==> src/rtl/sram_arbiter.sv <==
// Two-requester SRAM arbiter: SPI engine and Coco front end share one 8-bit bus.
// Each access is a fixed-length timed cycle; SPI-first priority with alternation.
module sram_arbiter #(
    parameter int ADDR_W        = 16,
    parameter int SRAM_AW       = 18,
    parameter int ACCESS_CYCLES = 6,
    parameter int CNT_W         = 3
) (
    input  logic               clock_50,
    input  logic               reset_n,
    input  logic               spi_req,
    input  logic               spi_we,
    input  logic [ADDR_W-1:0]  spi_addr,
    input  logic [7:0]         spi_wdata,
    output logic               spi_ack,
    output logic [7:0]         spi_rdata,
    input  logic               coco_req,
    input  logic               coco_we,
    input  logic [ADDR_W-1:0]  coco_addr,
    input  logic [7:0]         coco_wdata,
    output logic               coco_ack,
    output logic [7:0]         coco_rdata,
    output logic [SRAM_AW-1:0] sram_addrbus,
    input  logic [7:0]         sram_din,
    output logic [7:0]         sram_dout,
    output logic               sram_dout_en,
    output logic               sram_we_n,
    output logic               sram_oe_n,
    output logic               actor,
    output logic               busy,
    output logic               spi_ovr,
    output logic               coco_ovr
);

    localparam int PAD_W = SRAM_AW - ADDR_W;
    localparam logic [CNT_W-1:0] CNT_LOAD = CNT_W'(ACCESS_CYCLES);
    localparam logic [CNT_W-1:0] CNT_ONE  = CNT_W'(1);

    typedef enum logic {IDLE, ACCESS} state_t;

    state_t             state_q;
    logic [CNT_W-1:0]   cnt_q;
    logic               spi_pend_q, coco_pend_q;
    logic               spi_we_q, coco_we_q;
    logic [ADDR_W-1:0]  spi_addr_q, coco_addr_q;
    logic [7:0]         spi_wdata_q, coco_wdata_q;
    logic               spi_ack_q, coco_ack_q;
    logic [7:0]         spi_rdata_q, coco_rdata_q;
    logic               spi_ovr_q, coco_ovr_q;
    logic               last_spi_q;
    logic               actor_q;
    logic [SRAM_AW-1:0] addr_q;
    logic [7:0]         dout_q;
    logic               we_n_q;
    logic               grant_spi_d, grant_coco_d;

    // Both pending: the requester that did not win last time goes first.
    always_comb begin
        grant_spi_d  = 1'b0;
        grant_coco_d = 1'b0;
        if (state_q == IDLE) begin
            if (spi_pend_q && coco_pend_q) begin
                grant_spi_d  = ~last_spi_q;
                grant_coco_d = last_spi_q;
            end else begin
                grant_spi_d  = spi_pend_q;
                grant_coco_d = coco_pend_q;
            end
        end
    end

    always_ff @(posedge clock_50) begin
        if (!reset_n) begin
            state_q      <= IDLE;
            cnt_q        <= '0;
            spi_pend_q   <= 1'b0;
            coco_pend_q  <= 1'b0;
            spi_we_q     <= 1'b0;
            coco_we_q    <= 1'b0;
            spi_addr_q   <= '0;
            coco_addr_q  <= '0;
            spi_wdata_q  <= 8'h00;
            coco_wdata_q <= 8'h00;
            spi_ack_q    <= 1'b0;
            coco_ack_q   <= 1'b0;
            spi_rdata_q  <= 8'h00;
            coco_rdata_q <= 8'h00;
            spi_ovr_q    <= 1'b0;
            coco_ovr_q   <= 1'b0;
            last_spi_q   <= 1'b0;
            actor_q      <= 1'b0;
            addr_q       <= '0;
            dout_q       <= 8'h00;
            we_n_q       <= 1'b1;
        end else begin
            spi_ack_q  <= 1'b0;
            coco_ack_q <= 1'b0;

            // A new request on the grant edge wins over the clear.
            if (spi_req) begin
                if (spi_pend_q && !grant_spi_d) begin
                    spi_ovr_q <= 1'b1;
                end else begin
                    spi_pend_q  <= 1'b1;
                    spi_we_q    <= spi_we;
                    spi_addr_q  <= spi_addr;
                    spi_wdata_q <= spi_wdata;
                end
            end else if (grant_spi_d) begin
                spi_pend_q <= 1'b0;
            end

            if (coco_req) begin
                if (coco_pend_q && !grant_coco_d) begin
                    coco_ovr_q <= 1'b1;
                end else begin
                    coco_pend_q  <= 1'b1;
                    coco_we_q    <= coco_we;
                    coco_addr_q  <= coco_addr;
                    coco_wdata_q <= coco_wdata;
                end
            end else if (grant_coco_d) begin
                coco_pend_q <= 1'b0;
            end

            case (state_q)
                IDLE: begin
                    if (grant_spi_d || grant_coco_d) begin
                        state_q    <= ACCESS;
                        cnt_q      <= CNT_LOAD;
                        actor_q    <= grant_spi_d;
                        last_spi_q <= grant_spi_d;
                        if (grant_spi_d) begin
                            addr_q <= {{PAD_W{1'b0}}, spi_addr_q};
                            we_n_q <= ~spi_we_q;
                            dout_q <= spi_wdata_q;
                        end else begin
                            addr_q <= {{PAD_W{1'b0}}, coco_addr_q};
                            we_n_q <= ~coco_we_q;
                            dout_q <= coco_wdata_q;
                        end
                    end
                end
                ACCESS: begin
                    if (cnt_q == CNT_ONE) begin
                        state_q <= IDLE;
                        we_n_q  <= 1'b1;
                        if (actor_q) begin
                            spi_ack_q <= 1'b1;
                            if (we_n_q) spi_rdata_q <= sram_din;
                        end else begin
                            coco_ack_q <= 1'b1;
                            if (we_n_q) coco_rdata_q <= sram_din;
                        end
                    end else begin
                        cnt_q <= cnt_q - CNT_ONE;
                    end
                end
            endcase
        end
    end

    assign spi_ack      = spi_ack_q;
    assign spi_rdata    = spi_rdata_q;
    assign coco_ack     = coco_ack_q;
    assign coco_rdata   = coco_rdata_q;
    assign sram_addrbus = addr_q;
    assign sram_dout    = dout_q;
    assign sram_we_n    = we_n_q;
    assign sram_oe_n    = ~we_n_q;
    assign sram_dout_en = ~we_n_q;
    assign actor        = actor_q;
    assign busy         = (state_q == ACCESS);
    assign spi_ovr      = spi_ovr_q;
    assign coco_ovr     = coco_ovr_q;

endmodule

==> config.mk <==
export PLATFORM = sky130hd
export DESIGN_NAME = sram_arbiter
export DESIGN_NICKNAME = d
export VERILOG_FILES = /design/src/rtl/sram_arbiter.sv
export SDC_FILE = /design/constraint.sdc
export NUM_CORES = 1
export LEC_CHECK = 0
export CAP_MARGIN = 10
export CORE_MARGIN = 1.5
export CORE_UTILIZATION = 49
export DETAILED_ROUTE_END_ITERATION = 10
export PLACE_DENSITY = 0.76
export SLEW_MARGIN = 25
export SYNTH_ARGS = -nofsm -noshare
export SYNTH_HDL_FRONTEND = slang
export SYNTH_SLANG_ARGS = --single-unit
==> constraint.sdc <==
create_clock -name clock_50 -period 2.15 [get_ports clock_50]
set_clock_uncertainty 0.15 [all_clocks]
set_input_delay 0.215 -clock clock_50 [delete_from_list [all_inputs] [get_ports clock_50]]
set_output_delay 0.215 -clock clock_50 [all_outputs]
set_load 0.02 [all_outputs]
### The clock network

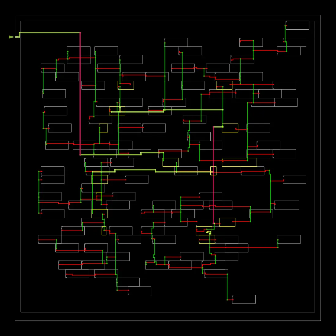
clk sink count: 102
Inserted Clock Buffers: 9

### Clock network drawn from the DEF

Scale bar: 20 um.
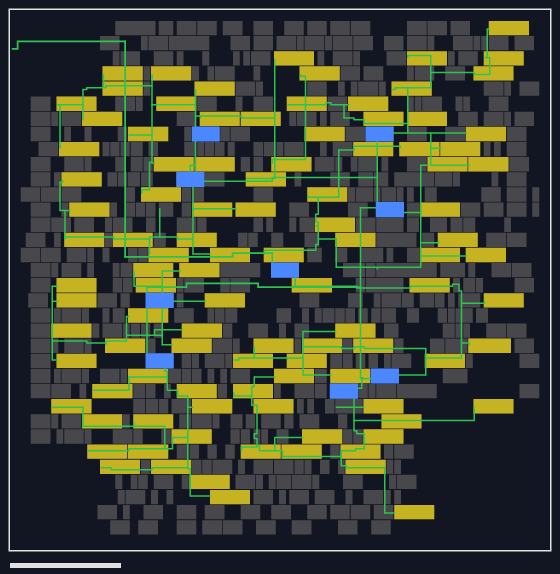
legend:
  clock-net drivers:
    colour: blue
    count: 9
  clock wires:
    colour: green
    length: 1120 um
  flip-flops:
    colour: yellow
    count: 102
flops lie: widely spread
routed clock nets: 10
Clk pwr share: 0.287
Latency at later pin: 0.35 ns
Clk. pwr: 1.18 mW

stage by stage:
step | instance area [um^2] | setup slack (ns) | hold WS [ns] | utilization
3_5_place_dp | 5450 | 0.244 | 0.297 | 0.631
5_1_grt | 5650 | 0.0870 | 0.170 | 0.654
3_3_place_gp | 5450 | 0.315 | 0.292 | 0.631
2_1_floorplan | 4340 | 0.603 | 0.189 | -
4_1_cts | 5640 | 0.174 | 0.138 | 0.653
6_report | 5650 | 0.194 | 0.152 | 0.654
path summary, 6_finish.rpt:
path / cells after the start / end
max reg2reg: 5 / coco_rdata[7]$_SDFFE_PN0P_
min reg2reg: 2 / spi_addr_q[0]$_SDFFE_PN0P_
max: 1 / actor
min: 2 / cnt_q[2]$_SDFFE_PN0P_
==> out/results.ini <==
[final_layout]
diodes=0
flop_area_um2=2040
logic_gates=331
area_delta_synth_final_pct=30.1
non_clock_buffer_area_share=0.224
nClkBuffers=11
num-nonclk-buffers=124
inverters_excl_clock=6
drive_gt1_frac=0.0675
largest_class=sequential cells
fillers=704
lay_top_count=nand2_1
clk_share=0.0335
lay_top_cells=127 x nand2_1, 109 x clkdlybuf4s50_1, 101 x dfxtp_1

[timing]
fmax_mhz=511
finalSetupViolCount=0
final_max_slew_viol_count=0
rsz0062_at_grt=false
layout_min_cycle_time_ns=1.96
timing.final.crit_share=0.910

[clocking]
postCtsHoldBufs=0
clockBufferDepth=2
cts_max_level=3
cts_root_buf=clkbuf_8
cts_tree=built
cts-resized-gates=0
post_cts_buffers=0

[critical_path]
arrival_ns=1.59
reg2reg_slack_ns=0.21
path_delay_family=buffers and inverters
crit_type=register to output pin
critPathRequiredTime_ns=1.78
crit_chain=clkdlybuf4s50_1
cp-startpoint=actor$_SDFFE_PN0P_
start_kind=register
endpoint_kind=output pin
cp_slowest_stage_delay_ns=0.68

[grt]
grt_util_met1=0.273
grt_use_met2=0.351
grtUsageTotal=0.211
use_met3=0.0381
grt_pass1_wl_mm=16.4

[power_and_ir_drop]
powerDensity_nw_per_um2=729
combinationalPowerShare=0.196
power_leader=sequential cells
seqPwrFrac=0.516
p_int_mw=2.99
switching_share=0.274

[route]
drc=0
wl_mm=10.1
ant_nets=0
wire_per_inst_um=14.7
wl_met3_um=589
avgViaCountPerCell=5.38
routed.top_layer=met4
wl_met1_mm=4.60
num_vias=3690

[synthesis]
synthSimpleGateAreaFrac=0.229
synth-main-ff-cell=dfxtp_1
synthTopCellsByCount=127 x nand2_1, 102 x dfxtp_1, 66 x mux2i_1
synthCells=485
aoi_share=0.0640
synthTopLogicFamily=simple AND/OR/NAND/NOR gates
avgSynthCellArea_um2=8.94
yosysCellCount=485
postSynth.asyncResetShare=0
ys_ff=102
edf_count=0
yosys.stat.seqShare=0.471
yosys.stat.chipArea_um2=4340
muxShareOfSynthArea=0.155
synthDistinctLibCells=41
area_leaders=dfxtp_1 47%, mux2i_1 15%, nand2_1 11%, nor3_1 5.7%, nor4_1 3.5%
ys_sh_adder=0.00577

[min_path]
holdCritStartpoint=reset_n
worstHoldPathType=primary input to register

[status]
status=finished, final reports clean

[run]
cap_violations=0
warnings=27

[floorplan]
chipWidth_um=97.1
row_count=34
coreArea_um2=8640
ios=113
dieHeight_um=97.1

[placed_design]
gp_congestion=0.847
dp.cells=671
portBuffers=110

Power figures rest on the tool's default switching activity, not on a simulated workload.
